$ cat config.mk
export PLATFORM = sky130hd
export DESIGN_NAME = rob_dual_commit
export DESIGN_NICKNAME = d
export VERILOG_FILES = /design/src/rtl/rob_dual_commit.sv
export SDC_FILE = /design/constraint.sdc
export NUM_CORES = 2
export LEC_CHECK = 0
export CAP_MARGIN = 20
export CORE_UTILIZATION = 56
export DETAILED_ROUTE_END_ITERATION = 16
export GPL_TIMING_DRIVEN = 1
export HOLD_SLACK_MARGIN = 0.1
export PLACE_DENSITY = 0.75
export SYNTH_ARGS = -nofsm -noshare
export SYNTH_HDL_FRONTEND = slang
export SYNTH_SLANG_ARGS = --single-unit
$ cat constraint.sdc
create_clock -name clk -period 39.9 [get_ports clk]
set_input_delay 5.985 -clock clk [delete_from_list [all_inputs] [get_ports clk]]
set_output_delay 5.985 -clock clk [all_outputs]
set_load 0.03 [all_outputs]
$ cat src/rtl/rob_dual_commit.sv
// Reorder buffer with NCDB write-back ports, two in-order retire slots and flush-on-mispredict recovery.
// Optional macro ROB_BYPASS_EN: operand lookup also forwards same-cycle CDB results.
module rob_dual_commit #(
    parameter int WIDTH = 31,
    parameter int ROB   = 3,
    parameter int REG   = 4,
    parameter int NCDB  = 2
) (
    input  logic                       clk,
    input  logic                       globalReset,
    input  logic                       allocReq,
    input  logic [REG:0]               allocDest,
    input  logic                       allocRegWrite,
    output logic [ROB:0]               allocRob,
    output logic                       full,
    output logic                       empty,
    output logic [ROB+1:0]             count,
    input  logic [NCDB-1:0]            cdbValid,
    input  logic [NCDB*(ROB+1)-1:0]    cdbRob,
    input  logic [NCDB*(WIDTH+1)-1:0]  cdbResult,
    input  logic [NCDB-1:0]            cdbMispredict,
    input  logic [NCDB*(WIDTH+1)-1:0]  cdbTarget,
    input  logic [ROB:0]               rdRob1,
    input  logic [ROB:0]               rdRob2,
    output logic [WIDTH:0]             rdValue1,
    output logic [WIDTH:0]             rdValue2,
    output logic                       rdValid1,
    output logic                       rdValid2,
    output logic [1:0]                 commitValid,
    output logic [2*(ROB+1)-1:0]       commitRob,
    output logic [2*(REG+1)-1:0]       commitDest,
    output logic [2*(WIDTH+1)-1:0]     commitResult,
    output logic [1:0]                 commitRegWrite,
    output logic                       flush,
    output logic [WIDTH:0]             flushTarget
);
    localparam int DEPTH = 2 ** (ROB + 1);
    localparam logic [ROB+1:0] FULL_CNT = (ROB+2)'(DEPTH);

    logic           r_busy   [DEPTH];
    logic           r_done   [DEPTH];
    logic           r_misp   [DEPTH];
    logic           r_regw   [DEPTH];
    logic [REG:0]   r_dest   [DEPTH];
    logic [WIDTH:0] r_result [DEPTH];
    logic [WIDTH:0] r_target [DEPTH];
    logic [ROB:0]   r_head, r_tail;
    logic [ROB+1:0] r_count;
    logic           r_flush;
    logic [WIDTH:0] r_flushTarget;

    logic [ROB:0]   w_head1;
    logic           w_c0, w_c1, w_recover, w_allocOk;
    logic [ROB+1:0] w_nCommit;
    logic [ROB:0]   w_rdTag [2];
    logic [WIDTH:0] w_rdVal [2];
    logic           w_rdVld [2];

    assign w_head1   = r_head + 1'b1;
    assign full      = (r_count == FULL_CNT);
    assign empty     = (r_count == '0);
    assign count     = r_count;
    assign allocRob  = r_tail;
    assign w_c0      = r_busy[r_head] && r_done[r_head];
    // A mispredicted head blocks slot 1: everything younger is wrong-path.
    assign w_c1      = w_c0 && r_busy[w_head1] && r_done[w_head1] && !r_misp[r_head];
    assign w_recover = w_c0 && r_misp[r_head];
    assign w_allocOk = allocReq && !full;
    assign w_nCommit = {{ROB{1'b0}}, w_c0 & w_c1, w_c0 ^ w_c1};

    assign commitValid = {w_c1, w_c0};
    assign flush       = r_flush;
    assign flushTarget = r_flushTarget;

    always_comb begin
        commitRob      = '0;
        commitDest     = '0;
        commitResult   = '0;
        commitRegWrite = '0;
        if (w_c0) begin
            commitRob[0 +: ROB+1]      = r_head;
            commitDest[0 +: REG+1]     = r_dest[r_head];
            commitResult[0 +: WIDTH+1] = r_result[r_head];
            commitRegWrite[0]          = r_regw[r_head];
        end
        if (w_c1) begin
            commitRob[ROB+1 +: ROB+1]        = w_head1;
            commitDest[REG+1 +: REG+1]       = r_dest[w_head1];
            commitResult[WIDTH+1 +: WIDTH+1] = r_result[w_head1];
            commitRegWrite[1]                = r_regw[w_head1];
        end
    end

    assign w_rdTag[0] = rdRob1;
    assign w_rdTag[1] = rdRob2;
    assign rdValid1   = w_rdVld[0];
    assign rdValid2   = w_rdVld[1];
    assign rdValue1   = w_rdVal[0];
    assign rdValue2   = w_rdVal[1];

    always_comb begin
        for (int k = 0; k < 2; k++) begin
            w_rdVld[k] = r_busy[w_rdTag[k]] && r_done[w_rdTag[k]];
            w_rdVal[k] = r_result[w_rdTag[k]];
`ifdef ROB_BYPASS_EN
            // Descending scan so the lowest-numbered matching port is the one that sticks.
            for (int i = NCDB - 1; i >= 0; i--) begin
                if (cdbValid[i] && cdbRob[i*(ROB+1) +: ROB+1] == w_rdTag[k] &&
                    r_busy[w_rdTag[k]] && !w_recover) begin
                    w_rdVld[k] = 1'b1;
                    w_rdVal[k] = cdbResult[i*(WIDTH+1) +: WIDTH+1];
                end
            end
`endif
        end
    end

    always_ff @(posedge clk or posedge globalReset) begin
        if (globalReset) begin
            for (int e = 0; e < DEPTH; e++) begin
                r_busy[e]   <= 1'b0;
                r_done[e]   <= 1'b0;
                r_misp[e]   <= 1'b0;
                r_regw[e]   <= 1'b0;
                r_dest[e]   <= '0;
                r_result[e] <= '0;
                r_target[e] <= '0;
            end
            r_head        <= '0;
            r_tail        <= '0;
            r_count       <= '0;
            r_flush       <= 1'b0;
            r_flushTarget <= '0;
        end else begin
            // Later (lower-index) assignments override, giving port 0 priority on tag collisions.
            for (int i = NCDB - 1; i >= 0; i--) begin
                if (cdbValid[i] && r_busy[cdbRob[i*(ROB+1) +: ROB+1]]) begin
                    r_done[cdbRob[i*(ROB+1) +: ROB+1]]   <= 1'b1;
                    r_result[cdbRob[i*(ROB+1) +: ROB+1]] <= cdbResult[i*(WIDTH+1) +: WIDTH+1];
                    r_misp[cdbRob[i*(ROB+1) +: ROB+1]]   <= cdbMispredict[i];
                    r_target[cdbRob[i*(ROB+1) +: ROB+1]] <= cdbTarget[i*(WIDTH+1) +: WIDTH+1];
                end
            end
            if (w_c0) begin
                r_busy[r_head]   <= 1'b0;
                r_done[r_head]   <= 1'b0;
                r_misp[r_head]   <= 1'b0;
                r_regw[r_head]   <= 1'b0;
                r_dest[r_head]   <= '0;
                r_result[r_head] <= '0;
                r_target[r_head] <= '0;
            end
            if (w_c1) begin
                r_busy[w_head1]   <= 1'b0;
                r_done[w_head1]   <= 1'b0;
                r_misp[w_head1]   <= 1'b0;
                r_regw[w_head1]   <= 1'b0;
                r_dest[w_head1]   <= '0;
                r_result[w_head1] <= '0;
                r_target[w_head1] <= '0;
            end
            r_flush       <= w_recover;
            r_flushTarget <= w_recover ? r_target[r_head] : '0;
            if (w_recover) begin
                for (int e = 0; e < DEPTH; e++) begin
                    r_busy[e]   <= 1'b0;
                    r_done[e]   <= 1'b0;
                    r_misp[e]   <= 1'b0;
                    r_regw[e]   <= 1'b0;
                    r_dest[e]   <= '0;
                    r_result[e] <= '0;
                    r_target[e] <= '0;
                end
                r_head  <= w_head1;
                r_tail  <= w_head1;
                r_count <= '0;
            end else begin
                if (w_allocOk) begin
                    r_busy[r_tail]   <= 1'b1;
                    r_done[r_tail]   <= 1'b0;
                    r_misp[r_tail]   <= 1'b0;
                    r_regw[r_tail]   <= allocRegWrite;
                    r_dest[r_tail]   <= allocDest;
                    r_result[r_tail] <= '0;
                    r_target[r_tail] <= '0;
                    r_tail           <= r_tail + 1'b1;
                end
                r_head  <= r_head + w_nCommit[ROB:0];
                r_count <= r_count + (ROB+2)'(w_allocOk) - w_nCommit;
            end
        end
    end
endmodule
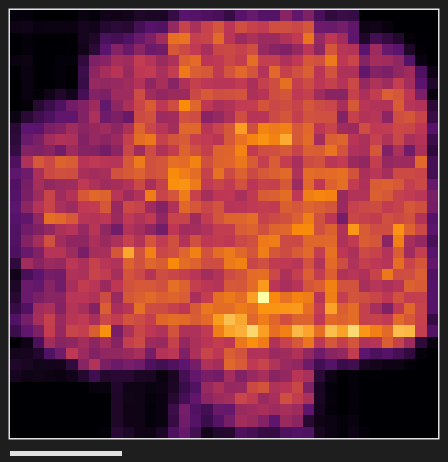
(wire density map)
Bar = 100 microns. 38 x 38 tiles, from black (low) to pale yellow (high), scaled to the fullest tile. Values are wire area over tile area, all layers added.
nearly empty tiles: 11%
densest ninth of the die: center
mean over tiles: 0.40
fullest tile: 0.99
tiles over half the peak: 40%
final WL: 310000 microns
vias post-DR: 68089
WL/cell: 35.0 microns

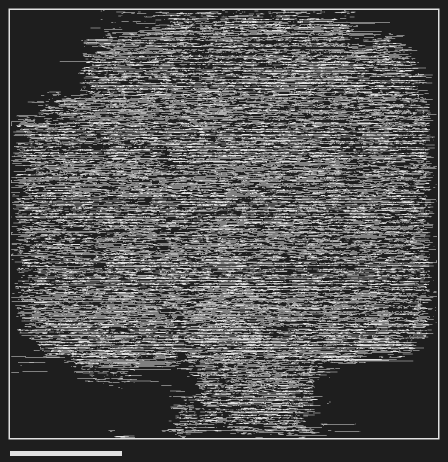
(M1 wires)
Bar = 100 microns.
nets with wire on the layer: 6497
main direction: horizontal
GR Util met1: 51.6%

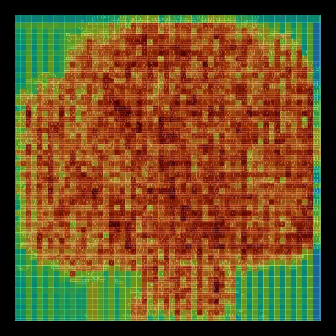
(routing congestion)
met3 usage: 17.1%
met2 GRT Util: 61.3%
GRT Max-Usage Layer: met2
total track usage: 42.2%

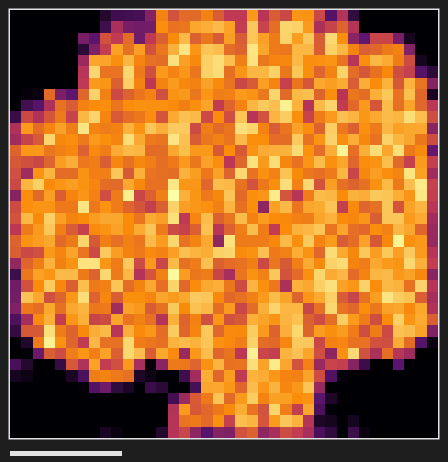
(cell area per tile)
Bar = 100 microns. 38 x 38 tiles, from black (low) to pale yellow (high), 0 to 100% covered.
tiles over 75% full: 38%
nearly empty tiles: 14%
mean over tiles: 59%
fullest tile: 100%
initial core utilization: 56.4%
Core Footprint: 0.143 sq mm

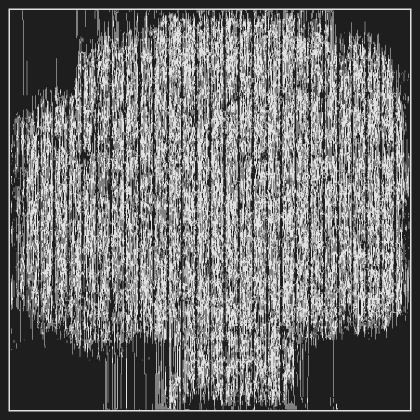
(met2 routing)
nets with wire on the layer: 5735
longest straight run: 133 microns
wire length on this layer: 136 mm
main direction: vertical

==> flow_summary.json <==
{
  "route.met3.wl_microns": 48500,
  "sequentialPower_mw": 2.14,
  "cp-end-kind": "output pin",
  "grt_max_degree": 139,
  "syn_avg_cell_area_sq_um": 11.3,
  "cts_tree": "done",
  "drt-initial-drc-count": 11565,
  "ys_sh_mux_pct": 36.7,
  "cts_hold_buffers": 0,
  "rr_startpoint": "r_head[2]",
  "ys_area_sq_mm": 0.0809,
  "yosys-top-cells-count": "dfrtp_1 (1214), nor2_1 (1190), mux2i_1 (1073)",
  "ys.warnings.count": 0,
  "comb_area_share_pct": 52.7,
  "syn_inst": 7135,
  "ys_sh_simple_pct": 9.17,
  "nWellTaps": 1903,
  "p_leak_nw": 36.5,
  "port_buffers": 352,
  "cts_buffer_depth": 3,
  "inverters": 31,
  "stdcell_area_sq_mm": 0.0891,
  "drive_above_1_share_pct": 18.8,
  "hold_class": "flop to flop",
  "rr_endpoint": "r_misp[6]",
  "status": "finished clean",
  "fin_skew_ns": 0.0270,
  "post-place-ws_ns": 24.46,
  "ys_seq_share_pct": 37.5,
  "drv_cap": 0,
  "layoutNonFillerInstCount": 8864,
  "power_frac_clock_pct": 19.1,
  "netSwitchingPower_mw": 2.97,
  "swShare_pct": 43.2,
  "power_mw": 6.88,
  "root_buffer": "clkbuf_16",
  "period_needed_ns": 15.40
}
